**config.mk**
```make
export PLATFORM = sky130hd
export DESIGN_NAME = mem_port_arbiter
export DESIGN_NICKNAME = d
export VERILOG_FILES = /design/src/rtl/mem_port_arbiter.sv
export SDC_FILE = /design/constraint.sdc
export NUM_CORES = 1
export LEC_CHECK = 0
export CAP_MARGIN = 20
export CORE_AREA = 8 8 320 322
export DETAILED_ROUTE_END_ITERATION = 10
export DIE_AREA = 0 0 328 330
export MAX_ROUTING_LAYER = met4
export PLACE_DENSITY = 0.51
export RECOVER_POWER = 50
export SLEW_MARGIN = 25
export SYNTH_ARGS = -nofsm -noshare
export SYNTH_HDL_FRONTEND = slang
export SYNTH_SLANG_ARGS = --single-unit
```
**constraint.sdc**
```tcl
create_clock -name clk -period 2.15 [get_ports clk]
set_input_delay 0.43 -clock clk [delete_from_list [all_inputs] [get_ports clk]]
set_output_delay 0.43 -clock clk [all_outputs]
set_load 0.03 [all_outputs]
```
**src/rtl/mem_port_arbiter.sv**
```systemverilog
// Single-port memory arbiter for I-cache refill, D-cache refill/writeback and store-buffer drain; MEM_ARB_PERF_EN adds perf_* counters.
// One transaction at a time: grant edge -> mem_valid held until mem_ready -> one-cycle done; requests wait while BUSY/RESP.
module mem_port_arbiter #(
    parameter int ADDR_W      = 32,
    parameter int LINE_W      = 128,
    parameter int SB_MAX_WAIT = 8,
    parameter int CNT_W       = 32
) (
    input  logic                clk,
    input  logic                reset,
    input  logic                ic_req,
    input  logic [ADDR_W-1:0]   ic_addr,
    output logic                ic_done,
    output logic [LINE_W-1:0]   ic_rdata,
    input  logic                dc_req,
    input  logic                dc_we,
    input  logic [ADDR_W-1:0]   dc_addr,
    input  logic [LINE_W-1:0]   dc_wdata,
    output logic                dc_done,
    output logic [LINE_W-1:0]   dc_rdata,
    input  logic                sb_req,
    input  logic                sb_full,
    input  logic [ADDR_W-1:0]   sb_addr,
    input  logic [31:0]         sb_wdata,
    input  logic [3:0]          sb_be,
    output logic                sb_done,
`ifdef MEM_ARB_PERF_EN
    output logic [CNT_W-1:0]    perf_ic_grants,
    output logic [CNT_W-1:0]    perf_dc_grants,
    output logic [CNT_W-1:0]    perf_sb_grants,
    output logic [CNT_W-1:0]    perf_busy_cycles,
    output logic [CNT_W-1:0]    perf_sb_promotions,
`endif
    output logic                mem_valid,
    output logic                mem_we,
    output logic [ADDR_W-1:0]   mem_addr,
    output logic [LINE_W-1:0]   mem_wdata,
    output logic [LINE_W/8-1:0] mem_be,
    input  logic                mem_ready,
    input  logic [LINE_W-1:0]   mem_rdata
);

    localparam int BE_W   = LINE_W / 8;
    localparam int WAIT_W = $clog2(SB_MAX_WAIT + 1);
    localparam logic [WAIT_W-1:0] WAIT_MAX = WAIT_W'(SB_MAX_WAIT);

    typedef enum logic [1:0] {IDLE, BUSY, RESP} state_t;
    typedef enum logic [1:0] {OWN_NONE, OWN_IC, OWN_DC, OWN_SB} owner_t;

    state_t              state;
    owner_t              last_owner;
    logic [WAIT_W-1:0]   sb_wait_cnt;

    logic                sb_promote;
    logic                sb_hazard;
    owner_t              winner;
    logic                grant;
    logic                fmt_we;
    logic [ADDR_W-1:0]   fmt_addr;
    logic [LINE_W-1:0]   fmt_wdata;
    logic [BE_W-1:0]     fmt_be;

    // Word offsets below the line/word boundary never reach memory.
    logic unused_addr_bits;
    assign unused_addr_bits = ^{ic_addr[3:0], dc_addr[3:0], sb_addr[1:0]};

    // A D-cache read of a line with a pending store must see that store first.
    always_comb begin
        sb_promote = sb_req && (sb_full || (sb_wait_cnt >= WAIT_MAX));
        sb_hazard  = sb_req && dc_req && !dc_we &&
                     (sb_addr[ADDR_W-1:4] == dc_addr[ADDR_W-1:4]);
        winner = OWN_NONE;
        if (sb_promote || sb_hazard) winner = OWN_SB;
        else if (dc_req)             winner = OWN_DC;
        else if (ic_req)             winner = OWN_IC;
        else if (sb_req)             winner = OWN_SB;
    end

    assign grant = (state == IDLE) && (winner != OWN_NONE);

    always_comb begin
        fmt_we    = 1'b0;
        fmt_addr  = '0;
        fmt_wdata = '0;
        fmt_be    = '0;
        case (winner)
            OWN_IC: begin
                fmt_addr = {ic_addr[ADDR_W-1:4], 4'b0000};
            end
            OWN_DC: begin
                fmt_we    = dc_we;
                fmt_addr  = {dc_addr[ADDR_W-1:4], 4'b0000};
                fmt_wdata = dc_we ? dc_wdata : '0;
                fmt_be    = dc_we ? '1 : '0;
            end
            OWN_SB: begin
                fmt_we    = 1'b1;
                fmt_addr  = {sb_addr[ADDR_W-1:2], 2'b00};
                fmt_wdata = {(LINE_W/32){sb_wdata}};
                fmt_be    = BE_W'(sb_be) << {sb_addr[3:2], 2'b00};
            end
            default: ;
        endcase
    end

    always_ff @(posedge clk or negedge reset) begin
        if (!reset) begin
            state      <= IDLE;
            last_owner <= OWN_NONE;
            mem_valid  <= 1'b0;
            mem_we     <= 1'b0;
            mem_addr   <= '0;
            mem_wdata  <= '0;
            mem_be     <= '0;
            ic_done    <= 1'b0;
            dc_done    <= 1'b0;
            sb_done    <= 1'b0;
            ic_rdata   <= '0;
            dc_rdata   <= '0;
        end else begin
            ic_done <= 1'b0;
            dc_done <= 1'b0;
            sb_done <= 1'b0;
            case (state)
                IDLE: begin
                    if (grant) begin
                        last_owner <= winner;
                        mem_valid  <= 1'b1;
                        mem_we     <= fmt_we;
                        mem_addr   <= fmt_addr;
                        mem_wdata  <= fmt_wdata;
                        mem_be     <= fmt_be;
                        state      <= BUSY;
                    end
                end
                BUSY: begin
                    if (mem_ready) begin
                        mem_valid <= 1'b0;
                        case (last_owner)
                            OWN_IC: begin
                                ic_rdata <= mem_rdata;
                                ic_done  <= 1'b1;
                            end
                            OWN_DC: begin
                                dc_rdata <= mem_rdata;
                                dc_done  <= 1'b1;
                            end
                            OWN_SB: sb_done <= 1'b1;
                            default: ;
                        endcase
                        state <= RESP;
                    end
                end
                RESP:    state <= IDLE;
                default: state <= IDLE;
            endcase
        end
    end

    // Aging stalls only while the store buffer itself owns the port.
    always_ff @(posedge clk or negedge reset) begin
        if (!reset) begin
            sb_wait_cnt <= '0;
        end else if (!sb_req || (grant && (winner == OWN_SB))) begin
            sb_wait_cnt <= '0;
        end else if (!((state != IDLE) && (last_owner == OWN_SB)) &&
                     (sb_wait_cnt < WAIT_MAX)) begin
            sb_wait_cnt <= sb_wait_cnt + WAIT_W'(1);
        end
    end

`ifdef MEM_ARB_PERF_EN
    always_ff @(posedge clk or negedge reset) begin
        if (!reset) begin
            perf_ic_grants     <= '0;
            perf_dc_grants     <= '0;
            perf_sb_grants     <= '0;
            perf_busy_cycles   <= '0;
            perf_sb_promotions <= '0;
        end else begin
            if (grant && (winner == OWN_IC)) perf_ic_grants <= perf_ic_grants + CNT_W'(1);
            if (grant && (winner == OWN_DC)) perf_dc_grants <= perf_dc_grants + CNT_W'(1);
            if (grant && (winner == OWN_SB)) perf_sb_grants <= perf_sb_grants + CNT_W'(1);
            if (grant && sb_promote)         perf_sb_promotions <= perf_sb_promotions + CNT_W'(1);
            if (mem_valid)                   perf_busy_cycles <= perf_busy_cycles + CNT_W'(1);
        end
    end
`else
    if (CNT_W < 1) begin : g_cnt_w_check
        $error("CNT_W must be positive");
    end
`endif

endmodule

```
==> run_1/pdn.png <==
Scale: 1.5 px per µm. Pins as bars on the die edge. Tap cells in gray.
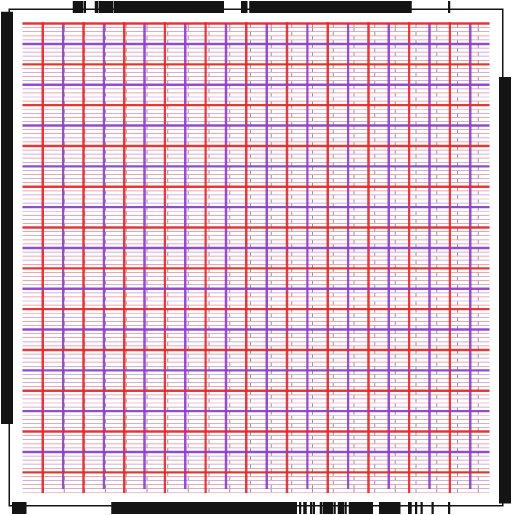
legend:
  VSS:
    color: red
  VDD:
    color: purple
met5 straps: 23
met1 rails: 116
tap cells: 1,287
met4 straps: 22
Core Footprint: 97,400 µm²
peak ir drop on the vdd network: 0.729 mV
y dimension of the die: 330 µm
die outline width: 328 µm

==> run_1/cell_classes.png <==
Scale: 1.5 px per µm. Fill, decap, tap and diode cells in gray.
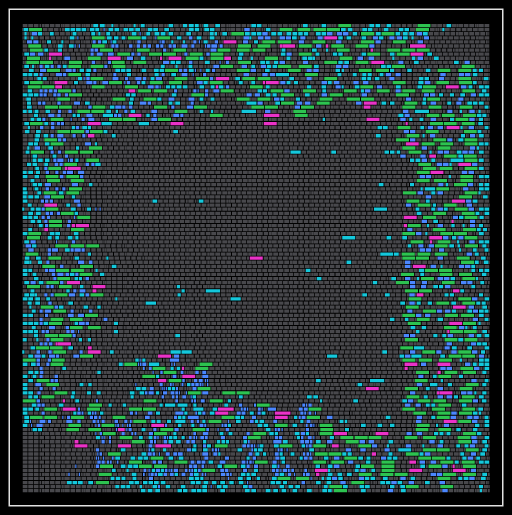
legend:
  clock drivers and dummy loads:
    color: magenta
    cells: 98
    share_of_their_area: 6.3%
  flip-flops:
    color: green
    cells: 443
    share_of_their_area: 38%
  other buffers and delay cells:
    color: cyan
    cells: 968
    share_of_their_area: 31%
  all other logic:
    color: blue
    cells: 836
    share_of_their_area: 25%
final cell area excluding filler cells: 30,800 µm²
Rows: 115
core occupancy in the finished layout: 0.316

==> run_1/clock_map.png <==
Scale: 1 px per µm.
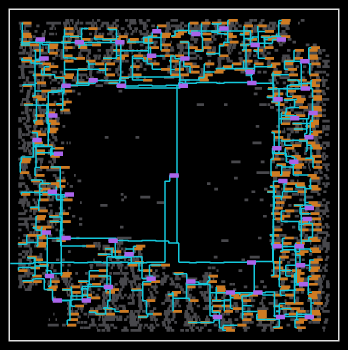
legend:
  cells driving clock nets:
    color: purple
    count: 54
  flip-flops:
    color: orange
    count: 443
  clock wires:
    color: cyan
    length: 6,950 µm
routed clock nets: 55
flops lie: widely spread

==> run_1/metal_stack.png <==
Scale: 1.5 px per µm.
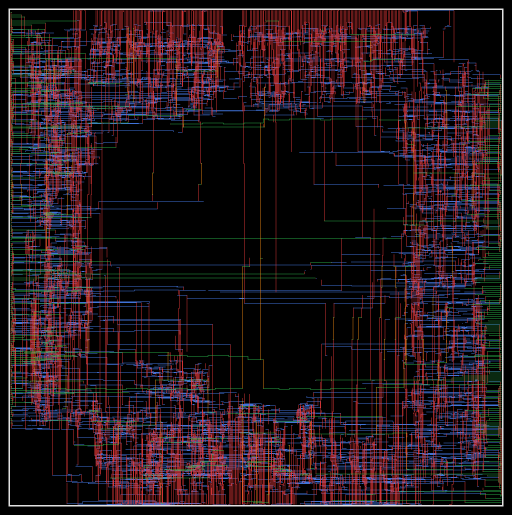
legend:
  met3:
    color: green
    wire_length: 7,760 µm
  met4:
    color: orange
    wire_length: 1,770 µm
  met1:
    color: blue
    wire_length: 37.1 mm
  met2:
    color: red
    wire_length: 48.0 mm
routed wire length per instance: 25.9 µm
Vias: 16,400
sum of routed wire length over all layers: 94,600 µm
total global routing track utilization: 0.166

==> results.txt, run 1 <==
Implementation status.

- The run finished with clean final reports.
- The count of pins on the block boundary is 833.
- The synthesized design contains 443 register bits.
- Across the placement rows, the number of tap cells is 1,287.
- The worst-case headroom to the max-slew limit is 0.231.
- The TritonCTS buffer count is 54.
- The mapped cell area is 18,700 µm².
- The stage delay of the slowest cell on the critical path is 0.52 ns.
- In the global route stage, met2 resource usage came out at 0.283.
- The OpenROAD report gives the critical path a data arrival time of 2.62 ns.
- The layout report lists the combined flip-flop and latch area as 11,100 µm².
- The critical path in the final layout is reported with a setup slack of 0.0138 ns.
- The flop-to-flop setup slack is 0.09 ns.
- The most frequently used flop master after synthesis is dfrtp_1.
- The layout buffer count excluding clock buffers is 968.
- The capture endpoint of the worst hold path is ic_rdata[69]$_DFFE_PN0P_.
- The clock network area share is 0.0593.
- The routed design shows a via density per instance of 4.48.
- The post-detailed-route DRC marker count is 0.
- The fraction of the core area occupied by cells at floorplan is 0.192.
- The layout report gives the register share of total cell area as 0.360.
- The fraction of cell area in multi-input combinational cells is reported as 0.228.
- The largest total area in the synthesized netlist belongs to dfrtp_1.
- The chip footprint is 108,000 µm².
## run 1: repair_timing
item / CTS / global route
hold buffers: 1 / 0
resized: 263 / 71
setup buffers: 2 / 5
endpoints found under the setup margin: 398 / 363
gates cloned: 0 / 8
pin swaps: 2 / 4
endpoints found under the hold margin: 26 / 0
## run 1: Yosys cell counts (all sizes together), types with 18 or more instances
master / number
inv: 38
a221oi: 28
o31ai: 144
a31oi: 29
a22oi: 128
o211ai: 28
a21oi: 21
mux2: 256
nand2: 18
dfrtp: 443
nand3: 34
nor2: 35
clkbuf: 64
buf: 57
## run 1: worst max-delay path: cells and delay by family
kind / cells / cell delay (ns)
AOI/OAI and AO/OA: 2 / 0.54
xor gates and xnor gates: 1 / 0.29
buffers and inverters: 3 / 1.02
and+or+nand+nor: 2 / 0.31
==> run_1/final_congestion.png <==
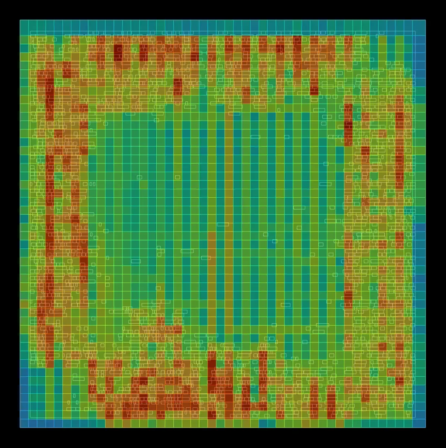

==> run 2: changes to the inputs <==
Settings changed: SETUP_SLACK_MARGIN set to 0.4, TNS_END_PERCENT set to 10.
==> run_2/final_congestion.png <==
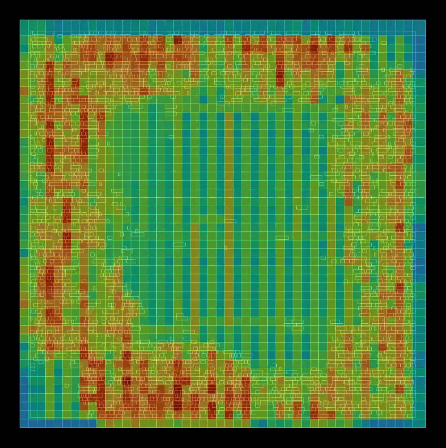
busiest layer in global routing: met2
fraction of met2 tracks used by global routing: 0.278
core occupancy in the finished layout: 0.321
global-route track usage on met1: 0.182

==> run_2/pdn.png <==
Scale: 1.5 px per µm. Pins as bars on the die edge. Tap cells in gray.
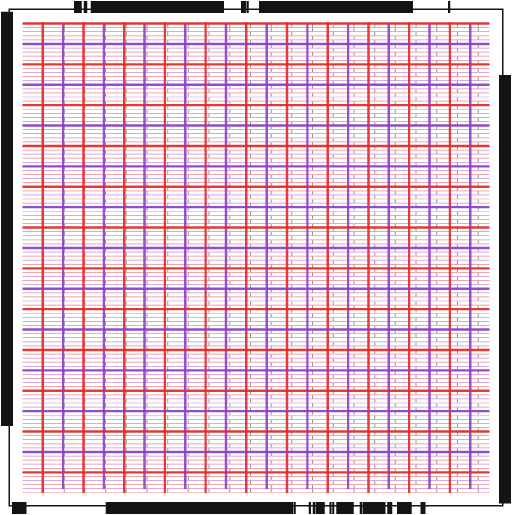
legend:
  VSS:
    color: red
  VDD:
    color: purple
signal pins: 833
met4 straps: 22
peak ir drop on the vdd network: 0.815 mV

==> run 2 against run 1 <==
Sequential power barely moved; final cell count rose by 0.55%; die size is the same; worst hold slack worse by 0.14 ns; via count is essentially flat; highest routed layer unchanged.
==> results.txt, run 2 <==
Implementation status.

- The flow ran to the end, and the final reports show no timing, DRC or antenna violations.
- Per the cell usage report, the commonest logic cells after layout are 524 x clkdlybuf4s50_1, 442 x dfrtp_1, 175 x dlygate4sd2_1.
- The count of pins on the block boundary was 833 (unchanged).
- The routed design uses 46,600 µm of met2 wire.
- The buffers inserted during post-CTS setup optimization was 17 (+15).
- The worst hold-check slack is 0.304 ns.
- The post-detailed-route DRC marker count is 0 (unchanged).
- The per-cell via count in the routed design came to 4.46 (-0.47%).
- The arrival time of data at the critical path endpoint came to 2.57 ns (-0.05 ns).
- The number of buffers and inverters on the critical path is 4 (+1).
- The worst setup margin was 0.0520 ns (+0.0382 ns).
- The die height is 330 µm (unchanged).
- The TritonCTS buffer count is 52 (-3.7%).
- The core region area is 97,400 µm² (unchanged).
- The final routed wire length divided by cell count came to 24.6 µm (-5.0%).
- The flop-to-flop setup slack is 0.05 ns (-0.04 ns).
- The number of tapcells is 1,287 (unchanged).
- The standard-cell row count is 115 (unchanged).
- The chip footprint is 108,000 µm² (unchanged).
- The report lists the cells along the critical path as nand2b_4 -> or2_4 -> buf_4 -> nor3b_4 -> buf_12 -> buf_16 -> buf_6 -> mux2_2.
- The global routing usage summed across all routing layers came to 0.159 (-0.00744).
- STA classifies the critical path endpoint as a flop.
- The register bit count reported by yosys came to 443 (unchanged).
- The synthesis run shows the most used standard cells to be 443 x dfrtp_1, 156 x mux2_2, 128 x a22oi_1, 100 x mux2_1, 84 x o31ai_1.
- The proportion of cell area occupied by registers came to 0.354 (-0.00591).
- The stage delay of the slowest cell on the critical path is 0.38 ns (-0.14 ns).
- The area of all placed cells without fillers came to 31,300 µm² (+1.7%).
- The clock network area share is 0.0556 (-0.00370).
- Yosys attributes the largest share of cell area to dfrtp_1 59%, mux2_2 9.4%, mux2_1 6.0%.
- The most common cell in the synthesized netlist is dfrtp_1.
- The sequential standard cell area is 11,100 µm² (about the same).
- The number of buffers inserted by hold repair at cts was 1 (unchanged).
- The die width came to 328 µm (unchanged).
- Power attributed to the clock group is 0.00905 W.
- The layout buffer count excluding clock buffers was 1,009 (+4.2%).
- The total routed wirelength is 90,300 µm (-4.5%).
- The logic gate fraction of the total cell area came to 0.231 (+0.00227).
- The CTS root buffer is clkbuf_16.
- The capture endpoint of the worst hold path is mem_addr[13]$_DFFE_PN0P_.
- The count of vias placed by the detailed router is 16,400 (+0.073%).
- The kind of cell with the highest combined delay on the critical path is buffers and inverters.
- The mapped cell area is 18,700 µm² (unchanged).
- The number of cells on the critical path is 8 (unchanged).
- Clock skew on the completed layout was measured at 0.0230 ns.
- The worst-case headroom to the max-slew limit is 0.358 (+0.127).
- The number of cell instances after yosys synthesis is 1,398.
- Of the cells placed in the final design, the portion with a size suffix greater than 1 is 0.225.
- The slew at the pin closest to its max-slew limit is 0.963 ns.
==> run 2: cell count changes in the layout (fill, tap and decap cells not counted), sizes merged <==
cell           previous run  this run
inv                      39        38
buf                     122       157
clkinv                   13        12
diode                    20         8
clkinvlp                  5         2
bufbuf                    0         2
clkbuf                  157       219
clkdlybuf4s50           499       524
dlygate4sd2             263       175
clkdlybuf4s15             0         1
==> run 2: logic make-up (layout without fill, tap and decap cells) <==
kind of cell               count (synthesis)  count (layout)  synth area share
xor gates and xnor gates                  30              30            0.0140
and+or+nand+nor                          112             112            0.0289
DFF                                      443             443             0.592
adders and majority gates                  2               2           0.00134
buffers and inverters                    159            1136            0.0380
other                                      1              10          0.000200
AOI/OAI and AO/OA                        395             396             0.172
muxes                                    256             256             0.154
Power is estimated from default activity; no workload was simulated.
